$ cat src/rtl/cmp_operand_sequencer_if.sv
// cmp_operand_sequencer_if
//   Bundles every non-clock/reset signal of cmp_operand_sequencer.
//   master : upstream environment. It drives start/ser_in and the comparator
//            results A_gt_B/A_lt_B/A_eq_B.
//   slave  : the sequencer. It drives operand bits A3..A0/B3..B0, busy, done,
//            the registered results gt_q/lt_q/eq_q and err.
//   Optional macro CMP_SEQ_STATS_EN adds the 8-bit gt_cnt/lt_cnt/eq_cnt counters.
interface cmp_operand_sequencer_if;
  logic start;
  logic ser_in;
  logic A_gt_B;
  logic A_lt_B;
  logic A_eq_B;
  logic A3, A2, A1, A0;
  logic B3, B2, B1, B0;
  logic busy;
  logic done;
  logic gt_q;
  logic lt_q;
  logic eq_q;
  logic err;
`ifdef CMP_SEQ_STATS_EN
  logic [7:0] gt_cnt;
  logic [7:0] lt_cnt;
  logic [7:0] eq_cnt;

  modport master (
    output start, ser_in, A_gt_B, A_lt_B, A_eq_B,
    input  A3, A2, A1, A0, B3, B2, B1, B0,
    input  busy, done, gt_q, lt_q, eq_q, err,
    input  gt_cnt, lt_cnt, eq_cnt
  );

  modport slave (
    input  start, ser_in, A_gt_B, A_lt_B, A_eq_B,
    output A3, A2, A1, A0, B3, B2, B1, B0,
    output busy, done, gt_q, lt_q, eq_q, err,
    output gt_cnt, lt_cnt, eq_cnt
  );
`else
  modport master (
    output start, ser_in, A_gt_B, A_lt_B, A_eq_B,
    input  A3, A2, A1, A0, B3, B2, B1, B0,
    input  busy, done, gt_q, lt_q, eq_q, err
  );

  modport slave (
    input  start, ser_in, A_gt_B, A_lt_B, A_eq_B,
    output A3, A2, A1, A0, B3, B2, B1, B0,
    output busy, done, gt_q, lt_q, eq_q, err
  );
`endif
endinterface

$ cat src/rtl/cmp_operand_sequencer.sv
// cmp_operand_sequencer
//   Serial operand loader and result capture stage for a 4-bit magnitude
//   comparator. Eight ser_in bits (A3..A0 then B3..B0) are shifted in one per
//   clock and driven onto the comparator operand pins. Operands are then held
//   for SETTLE_CYCLES clocks. The comparator outputs are registered in CAPTURE,
//   and done pulses for one cycle.
//   Ports:
//     clk  - system clock, rising edge
//     rst  - asynchronous, active-high reset
//     bus  - cmp_operand_sequencer_if.slave:
//            start, ser_in, A_gt_B, A_lt_B and A_eq_B are inputs.
//            A3..A0, B3..B0, busy, done, gt_q, lt_q, eq_q and err are outputs.
//   Parameter SETTLE_CYCLES (0..15, default 1): hold time before capture.
//   Optional macro CMP_SEQ_STATS_EN: adds the saturating 8-bit gt_cnt, lt_cnt
//   and eq_cnt capture counters.
module cmp_operand_sequencer #(
  parameter int unsigned SETTLE_CYCLES = 1
) (
  input  logic                    clk,
  input  logic                    rst,
  cmp_operand_sequencer_if.slave  bus
);

  typedef enum logic [1:0] {
    IDLE    = 2'd0,
    LOAD    = 2'd1,
    SETTLE  = 2'd2,
    CAPTURE = 2'd3
  } state_t;

  // Settle counter value on the last SETTLE edge. It is unused when
  // SETTLE_CYCLES is 0.
  localparam logic [3:0] SETTLE_LAST =
    (SETTLE_CYCLES > 0) ? 4'(SETTLE_CYCLES - 1) : 4'd0;

  state_t     state_q, state_d;
  logic [2:0] bit_cnt_q;
  logic [3:0] settle_cnt_q;
  logic [3:0] a_q, b_q;
  logic       done_q;
  logic       gt_q, lt_q, eq_q, err_q;
  logic       one_hot;

  always_ff @(posedge clk or posedge rst) begin
    if (rst) begin
      state_q <= IDLE;
    end else begin
      state_q <= state_d;
    end
  end

  always_comb begin
    state_d = state_q;
    case (state_q)
      IDLE: begin
        if (bus.start) state_d = LOAD;
      end
      LOAD: begin
        if (bit_cnt_q == 3'd7) begin
          if (SETTLE_CYCLES == 0) state_d = CAPTURE;
          else                    state_d = SETTLE;
        end
      end
      SETTLE: begin
        if (settle_cnt_q == SETTLE_LAST) state_d = CAPTURE;
      end
      CAPTURE: begin
        state_d = IDLE;
      end
      default: begin
        state_d = IDLE;
      end
    endcase
  end

  // Both counters are zero whenever their state is not active. Each LOAD
  // and SETTLE visit therefore starts from 0.
  always_ff @(posedge clk or posedge rst) begin
    if (rst) begin
      bit_cnt_q    <= '0;
      settle_cnt_q <= '0;
    end else begin
      if (state_q == LOAD) bit_cnt_q <= bit_cnt_q + 3'd1;
      else                 bit_cnt_q <= '0;
      if (state_q == SETTLE) settle_cnt_q <= settle_cnt_q + 4'd1;
      else                   settle_cnt_q <= '0;
    end
  end

  // The MSB is shifted in first. Counter 0..3 maps to A3..A0, and counter
  // 4..7 maps to B3..B0, so the inverted low bits give the register index.
  always_ff @(posedge clk or posedge rst) begin
    if (rst) begin
      a_q <= '0;
      b_q <= '0;
    end else if (state_q == LOAD) begin
      if (!bit_cnt_q[2]) a_q[~bit_cnt_q[1:0]] <= bus.ser_in;
      else               b_q[~bit_cnt_q[1:0]] <= bus.ser_in;
    end
  end

  always_comb begin
    one_hot = 1'b0;
    case ({bus.A_gt_B, bus.A_lt_B, bus.A_eq_B})
      3'b100, 3'b010, 3'b001: one_hot = 1'b1;
      default:                one_hot = 1'b0;
    endcase
  end

  always_ff @(posedge clk or posedge rst) begin
    if (rst) begin
      done_q <= 1'b0;
      gt_q   <= 1'b0;
      lt_q   <= 1'b0;
      eq_q   <= 1'b0;
      err_q  <= 1'b0;
    end else begin
      done_q <= (state_q == CAPTURE);
      if (state_q == CAPTURE) begin
        gt_q  <= bus.A_gt_B;
        lt_q  <= bus.A_lt_B;
        eq_q  <= bus.A_eq_B;
        err_q <= ~one_hot;
      end
    end
  end

`ifdef CMP_SEQ_STATS_EN
  logic [7:0] gt_cnt_q, lt_cnt_q, eq_cnt_q;

  always_ff @(posedge clk or posedge rst) begin
    if (rst) begin
      gt_cnt_q <= '0;
      lt_cnt_q <= '0;
      eq_cnt_q <= '0;
    end else if (state_q == CAPTURE) begin
      if (bus.A_gt_B && (gt_cnt_q != '1)) gt_cnt_q <= gt_cnt_q + 8'd1;
      if (bus.A_lt_B && (lt_cnt_q != '1)) lt_cnt_q <= lt_cnt_q + 8'd1;
      if (bus.A_eq_B && (eq_cnt_q != '1)) eq_cnt_q <= eq_cnt_q + 8'd1;
    end
  end

  assign bus.gt_cnt = gt_cnt_q;
  assign bus.lt_cnt = lt_cnt_q;
  assign bus.eq_cnt = eq_cnt_q;
`endif

  assign bus.A3   = a_q[3];
  assign bus.A2   = a_q[2];
  assign bus.A1   = a_q[1];
  assign bus.A0   = a_q[0];
  assign bus.B3   = b_q[3];
  assign bus.B2   = b_q[2];
  assign bus.B1   = b_q[1];
  assign bus.B0   = b_q[0];
  assign bus.busy = (state_q != IDLE);
  assign bus.done = done_q;
  assign bus.gt_q = gt_q;
  assign bus.lt_q = lt_q;
  assign bus.eq_q = eq_q;
  assign bus.err  = err_q;

endmodule

$ cat src/flat_wrapper.sv
// flat-port wrapper written by rule: the top's interface ports become plain ports
module cmp_operand_sequencer_flat 
#(
  parameter int unsigned SETTLE_CYCLES = 1
)
  (clk, rst, bus_start, bus_ser_in, bus_A_gt_B, bus_A_lt_B, bus_A_eq_B, bus_A3, bus_A2, bus_A1, bus_A0, bus_B3, bus_B2, bus_B1, bus_B0, bus_busy, bus_done, bus_gt_q, bus_lt_q, bus_eq_q, bus_err);
  cmp_operand_sequencer_if bus_i ();
  input  logic clk;
  input  logic rst;
  input wire logic [$bits(bus_i.start)-1:0] bus_start;
  input wire logic [$bits(bus_i.ser_in)-1:0] bus_ser_in;
  input wire logic [$bits(bus_i.A_gt_B)-1:0] bus_A_gt_B;
  input wire logic [$bits(bus_i.A_lt_B)-1:0] bus_A_lt_B;
  input wire logic [$bits(bus_i.A_eq_B)-1:0] bus_A_eq_B;
  output wire logic [$bits(bus_i.A3)-1:0] bus_A3;
  output wire logic [$bits(bus_i.A2)-1:0] bus_A2;
  output wire logic [$bits(bus_i.A1)-1:0] bus_A1;
  output wire logic [$bits(bus_i.A0)-1:0] bus_A0;
  output wire logic [$bits(bus_i.B3)-1:0] bus_B3;
  output wire logic [$bits(bus_i.B2)-1:0] bus_B2;
  output wire logic [$bits(bus_i.B1)-1:0] bus_B1;
  output wire logic [$bits(bus_i.B0)-1:0] bus_B0;
  output wire logic [$bits(bus_i.busy)-1:0] bus_busy;
  output wire logic [$bits(bus_i.done)-1:0] bus_done;
  output wire logic [$bits(bus_i.gt_q)-1:0] bus_gt_q;
  output wire logic [$bits(bus_i.lt_q)-1:0] bus_lt_q;
  output wire logic [$bits(bus_i.eq_q)-1:0] bus_eq_q;
  output wire logic [$bits(bus_i.err)-1:0] bus_err;
  assign bus_i.start = bus_start;
  assign bus_i.ser_in = bus_ser_in;
  assign bus_i.A_gt_B = bus_A_gt_B;
  assign bus_i.A_lt_B = bus_A_lt_B;
  assign bus_i.A_eq_B = bus_A_eq_B;
  assign bus_A3 = bus_i.A3;
  assign bus_A2 = bus_i.A2;
  assign bus_A1 = bus_i.A1;
  assign bus_A0 = bus_i.A0;
  assign bus_B3 = bus_i.B3;
  assign bus_B2 = bus_i.B2;
  assign bus_B1 = bus_i.B1;
  assign bus_B0 = bus_i.B0;
  assign bus_busy = bus_i.busy;
  assign bus_done = bus_i.done;
  assign bus_gt_q = bus_i.gt_q;
  assign bus_lt_q = bus_i.lt_q;
  assign bus_eq_q = bus_i.eq_q;
  assign bus_err = bus_i.err;
  cmp_operand_sequencer #(.SETTLE_CYCLES(SETTLE_CYCLES)) u_core (.clk(clk), .rst(rst), .bus(bus_i));
endmodule
$ cat config.mk
export PLATFORM = sky130hd
export DESIGN_NAME = cmp_operand_sequencer_flat
export DESIGN_NICKNAME = d
export VERILOG_FILES = /design/src/rtl/cmp_operand_sequencer_if.sv /design/src/rtl/cmp_operand_sequencer.sv /design/src/flat_wrapper.sv
export SDC_FILE = /design/constraint.sdc
export NUM_CORES = 1
export LEC_CHECK = 0
export CAP_MARGIN = 5
export CORE_MARGIN = 4
export CORE_UTILIZATION = 35
export CTS_BUF_LIST = sky130_fd_sc_hd__clkbuf_2 sky130_fd_sc_hd__clkbuf_4 sky130_fd_sc_hd__clkbuf_8
export DETAILED_ROUTE_END_ITERATION = 16
export GPL_ROUTABILITY_DRIVEN = 0
export MAX_ROUTING_LAYER = met4
export PLACE_DENSITY = 0.66
export SYNTH_ARGS = -nofsm -noshare
export SYNTH_HDL_FRONTEND = slang
export SYNTH_SLANG_ARGS = --single-unit
$ cat constraint.sdc
create_clock -name clk -period 1.9 [get_ports clk]
set_clock_uncertainty 0.05 [all_clocks]
set_input_delay 0.475 -clock clk [delete_from_list [all_inputs] [get_ports clk]]
set_output_delay 0.475 -clock clk [all_outputs]
set_load 0.02 [all_outputs]
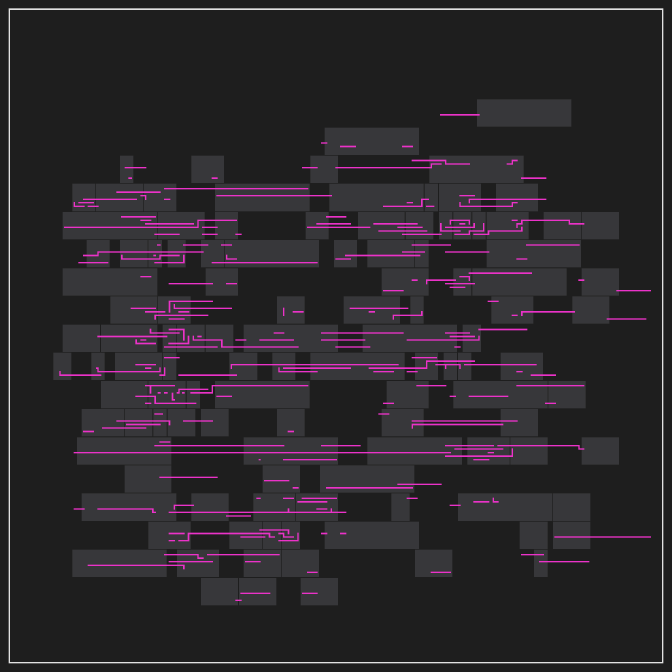
*The metal 1 layer, run 1*
The wires run mostly horizontal. 110 nets have wire on it.

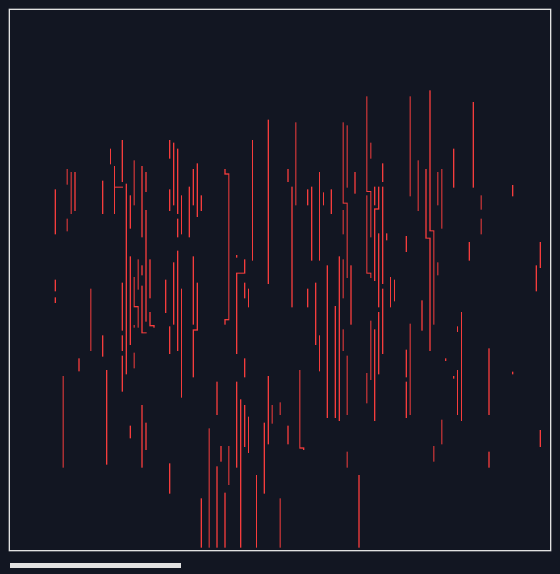
*Signal wires on met2, run 1*
The bar under the picture is 20 microns long.
The wires run mostly vertical. The layer carries 920 microns of wire. 114 nets have wire on it. The layer holds 51% of the routed length. The longest straight run is 22.1 microns.

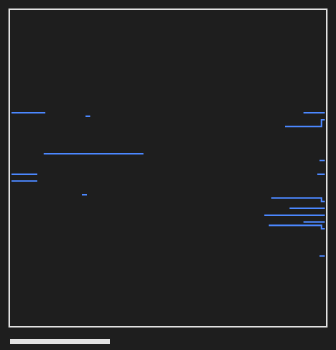
*Met3 routing, run 1*
The bar under the picture is 20 microns long.
The wires run mostly horizontal. The layer holds 5.4% of the routed length. 14 nets have wire on it.

==> impl_metrics.ini, run 1 <==
; yosys + openroad results
[synth]
ys_seq_share_pct = 52.0
yosysTopAreaCell = dfrtp_1
synth.yosys.warnings = 0
top_area_share_pct = 52.0

[cts]
cts.sinks = 22
cts.repair.resized = 1
cts_made_buffers = 3
ctsLongestPathBuffers = 2

[sta]
hold_violations = 0
min_period_ps = 1820
rsz0062_at_grt = yes
drv_slew = 0
hold-worst-slack_ps = 462
fmax_mhz = 550

[power_and_ir_drop]
total_power_mw = 1.91
pwr_density_cell_nw_per_um2 = 1380

[status]
status = completed

[critical_path]
crit_start = u_core.settle_cnt_q[0]
worstSetupStartpointType = flop

[global_route]
overflow = 0
busiest_layer = met2
antenna_found_initial = 0

[floorplanning]
coreArea_sq_um = 2830
die_x_microns = 63.0

[place]
port_buffers = 20

[layout]
mostFrequentLayoutCell = dfrtp_1
nets = 136
fill_cells = 262
fin_util_pct = 48.9

[routing]
wl_mm = 1.80
ant_nets = 0

[min_path]
min_path_type = in -> async
-- run 1: through the flow --
step / TNS [ps] / instances
detailed placement: -17.4 / 140
global route: -13.6 / 146
CTS: 0 / 144
floorplan: 0 / 86
global placement: 0 / 140
finish: 0 / 146
-- run 1: flip-flops by register name, indices dropped and copies added, names as in the netlist --
| signal | count |
|---|---|
| u_core.bus.gt_q | 1 |
| u_core.b_q | 4 |
| u_core.bus.eq_q | 1 |
| u_core.settle_cnt_q | 4 |
| u_core.bus.err | 1 |
| u_core.bit_cnt_q | 3 |
| u_core.a_q | 4 |
| u_core.bus.lt_q | 1 |
| u_core.bus.done | 1 |
| u_core.state_q | 2 |
-- run 1: final cells by class --
type	instances	area, sq um	area share, %
clock buffer	3	22.5	1.63
sequential	22	551	39.8
multi-input combinational	53	483	34.9
inverter	10	41.3	2.98
timing repair buffer	27	248	17.9
tap	31	38.8	2.80
-- run 1: cell families (layout without fill, tap and decap cells) --
logic type | count (synthesis) | in the layout | synth area share (%)
mux | 13 | 13 | 13.8
fa+ha+maj | 12 | 12 | 14.2
xor+xnor | 3 | 3 | 2.48
flops | 22 | 22 | 52.0
buf+inv | 11 | 40 | 4.02
simple gates | 20 | 20 | 10.0
compound gates | 5 | 5 | 3.43
-- run 1: where the power goes --
part	internal, mW	total, mW	switching [mW]
logic	0.529	0.999	0.470
registers	0.629	0.714	0.0858
clock network	0.0737	0.197	0.123
-- run 1: Yosys cell counts --
library cell and number:
dfrtp_1 22, ha_1 12, mux2_2 12, inv_1 9, and2_1 5, nand3_1 5
nand2_1 4, nor2b_1 3, nor2_1 2, o21ai_0 2, xor2_1 2, a222oi_1 1
a22oi_1 1, a2bb2oi_1 1, clkbuf_1 1, clkinvlp_2 1, mux2_1 1, or3b_1 1
xnor2_1 1
==> run 1 -> run 2 <==
--- a/config.mk
+++ b/config.mk
@@ -12,7 +12,7 @@
 export DETAILED_ROUTE_END_ITERATION = 16
 export GPL_ROUTABILITY_DRIVEN = 0
 export MAX_ROUTING_LAYER = met4
-export PLACE_DENSITY = 0.66
+export PLACE_DENSITY_LB_ADDON = 0.05
 export SYNTH_ARGS = -nofsm -noshare
 export SYNTH_HDL_FRONTEND = slang
 export SYNTH_SLANG_ARGS = --single-unit
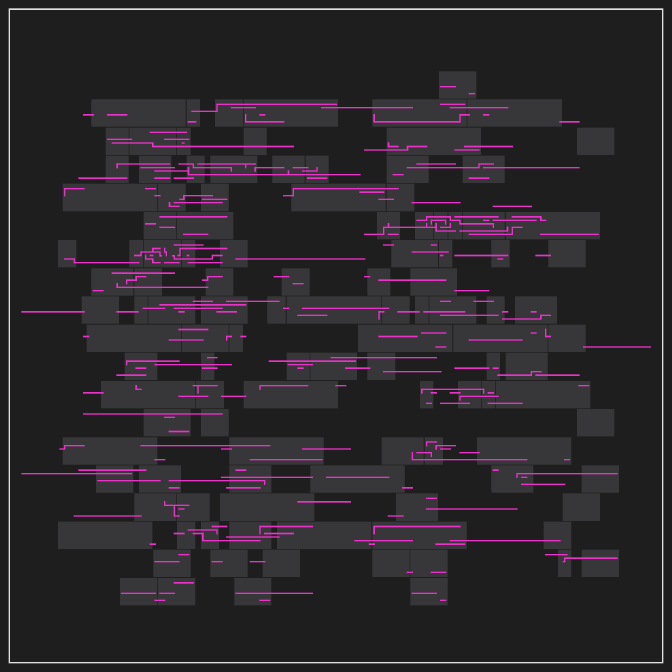
*The metal 1 layer, run 2*
115 nets have wire on it. The wires run mostly horizontal. The layer carries 808 microns of wire. The longest straight run is 16.6 microns. The layer holds 45% of the routed length.

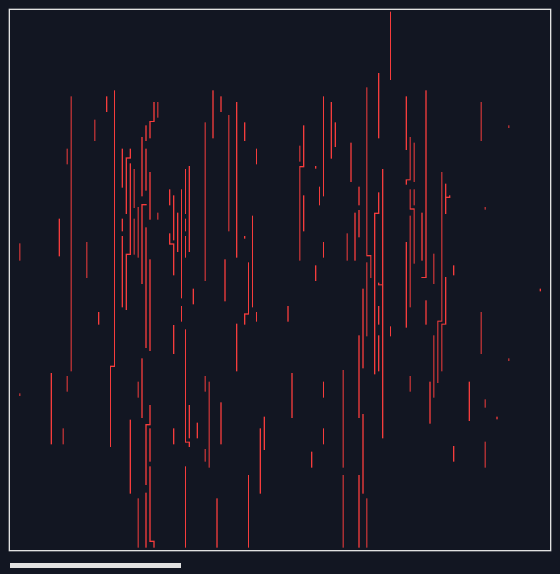
*Signal wires on met2, run 2*
The bar under the picture is 20 microns long.
The layer carries 889 microns of wire. 111 nets have wire on it. The layer holds 49% of the routed length.

==> run 2 against run 1 <==
Net effect: area after synthesis unchanged; register-to-register slack hardly changed; fmax down 0.14%; highest routed layer unchanged; cell count up 1.4%; non-clock buffer count is 2 higher; combinational power about the same; flip-flop count stayed put; die size unchanged; critical path depth is the same; total power grew 0.81%; critical endpoint unchanged; worst hold slack worse by 22 ps; synthesized cell count stayed put.
==> impl_metrics.ini, run 2 <==
; yosys + openroad results
[status]
status = completed

[synth]
top_cell = dfrtp_1
ys_seq_share_pct = 52.0
mux_area_share_pct = 13.8
synthSimpleGateAreaFrac_pct = 10.0
aoi_share_pct = 3.43
ys_sh_xor_pct = 2.48
ys.flop_type = dfrtp_1
yosysTopAreaCell = dfrtp_1
async_flop_share_pct = 100

[sta]
fmax_mhz = 549
min_period_ps = 1820
setup_tns_ps = 0
hold_violations = 0

[power_and_ir_drop]
pwr_density_cell_nw_per_um2 = 1380

[floorplanning]
coreArea_sq_um = 2830
die_x_microns = 63.0

[place]
port_buffers = 20

[critical_path]
worstSetupStartpointType = flop

[layout]
nets = 138

[routing]
ant_nets = 0
wl_mm = 1.80

[cts]
cts.sinks = 22
## run 2: cell counts after synthesis
Identical to the previous run, type by type.
## run 2: per-layer routing
layer  GRT usage, %  vias up
li1               -      344
met1           11.8      325
met2           17.8       14
met3           3.42        3
met4           4.68        0
met5              -        -
## run 2: final timing paths
path,from,end,slack [ps],cells past startpoint
setup / recovery,u_core.bit_cnt_q[1],u_core.state_q[1],80,5
hold / removal,rst,u_core.a_q[0],440,3
setup reg to reg,u_core.bit_cnt_q[1],u_core.state_q[1],80,5
hold reg to reg,u_core.b_q[2],u_core.b_q[2],460,1
max in group asynchronous,rst,u_core.bit_cnt_q[2],1130,3
min in group clk,u_core.b_q[2],u_core.b_q[2],460,1
## run 2: metrics by stage
step                hold slack, ps  util [%]  area, sq um  power, mW
floorplan                      402         -         1060       1.29
finish                         440      49.3         1390       1.93
detailed placement             441      47.6         1350       1.71
global route                   462      49.3         1390       2.09
CTS                            444      48.7         1380       1.95
global placement               438      47.6         1350       1.69
## run 2: worst register-to-register path, cell delays in order (launching register included)
cell,delay (ps)
dfrtp_1,430
ha_4,160
ha_1,160
clkinvlp_2,120
a222oi_1,420
mux2_1,360
## run 2: power breakdown
group	leakage (nW)	internal, mW	switching [mW]
Clock	0.0138	0.0741	0.134
Combinational	0.364	0.534	0.467
Sequential	0.271	0.628	0.0867
Total	0.649	1.24	0.689
## run 2: timing repair
| item | CTS | global route |
|---|---|---|
| pin swaps | 1 | 1 |
| buffers inserted | 1 | 1 |
| resized | 2 | 5 |
| setup endpoints to repair | 2 | 2 |
## run 2: layout make-up
class | count | area [sq um] | area share, %
timing repair buffer | 29 | 263 | 18.9
inverter | 10 | 38.8 | 2.78
tap | 31 | 38.8 | 2.78
clock buffer | 3 | 22.5 | 1.62
multi-input combinational | 53 | 480 | 34.5
sequential | 22 | 551 | 39.5
Power and IR drop assume default switching activity.
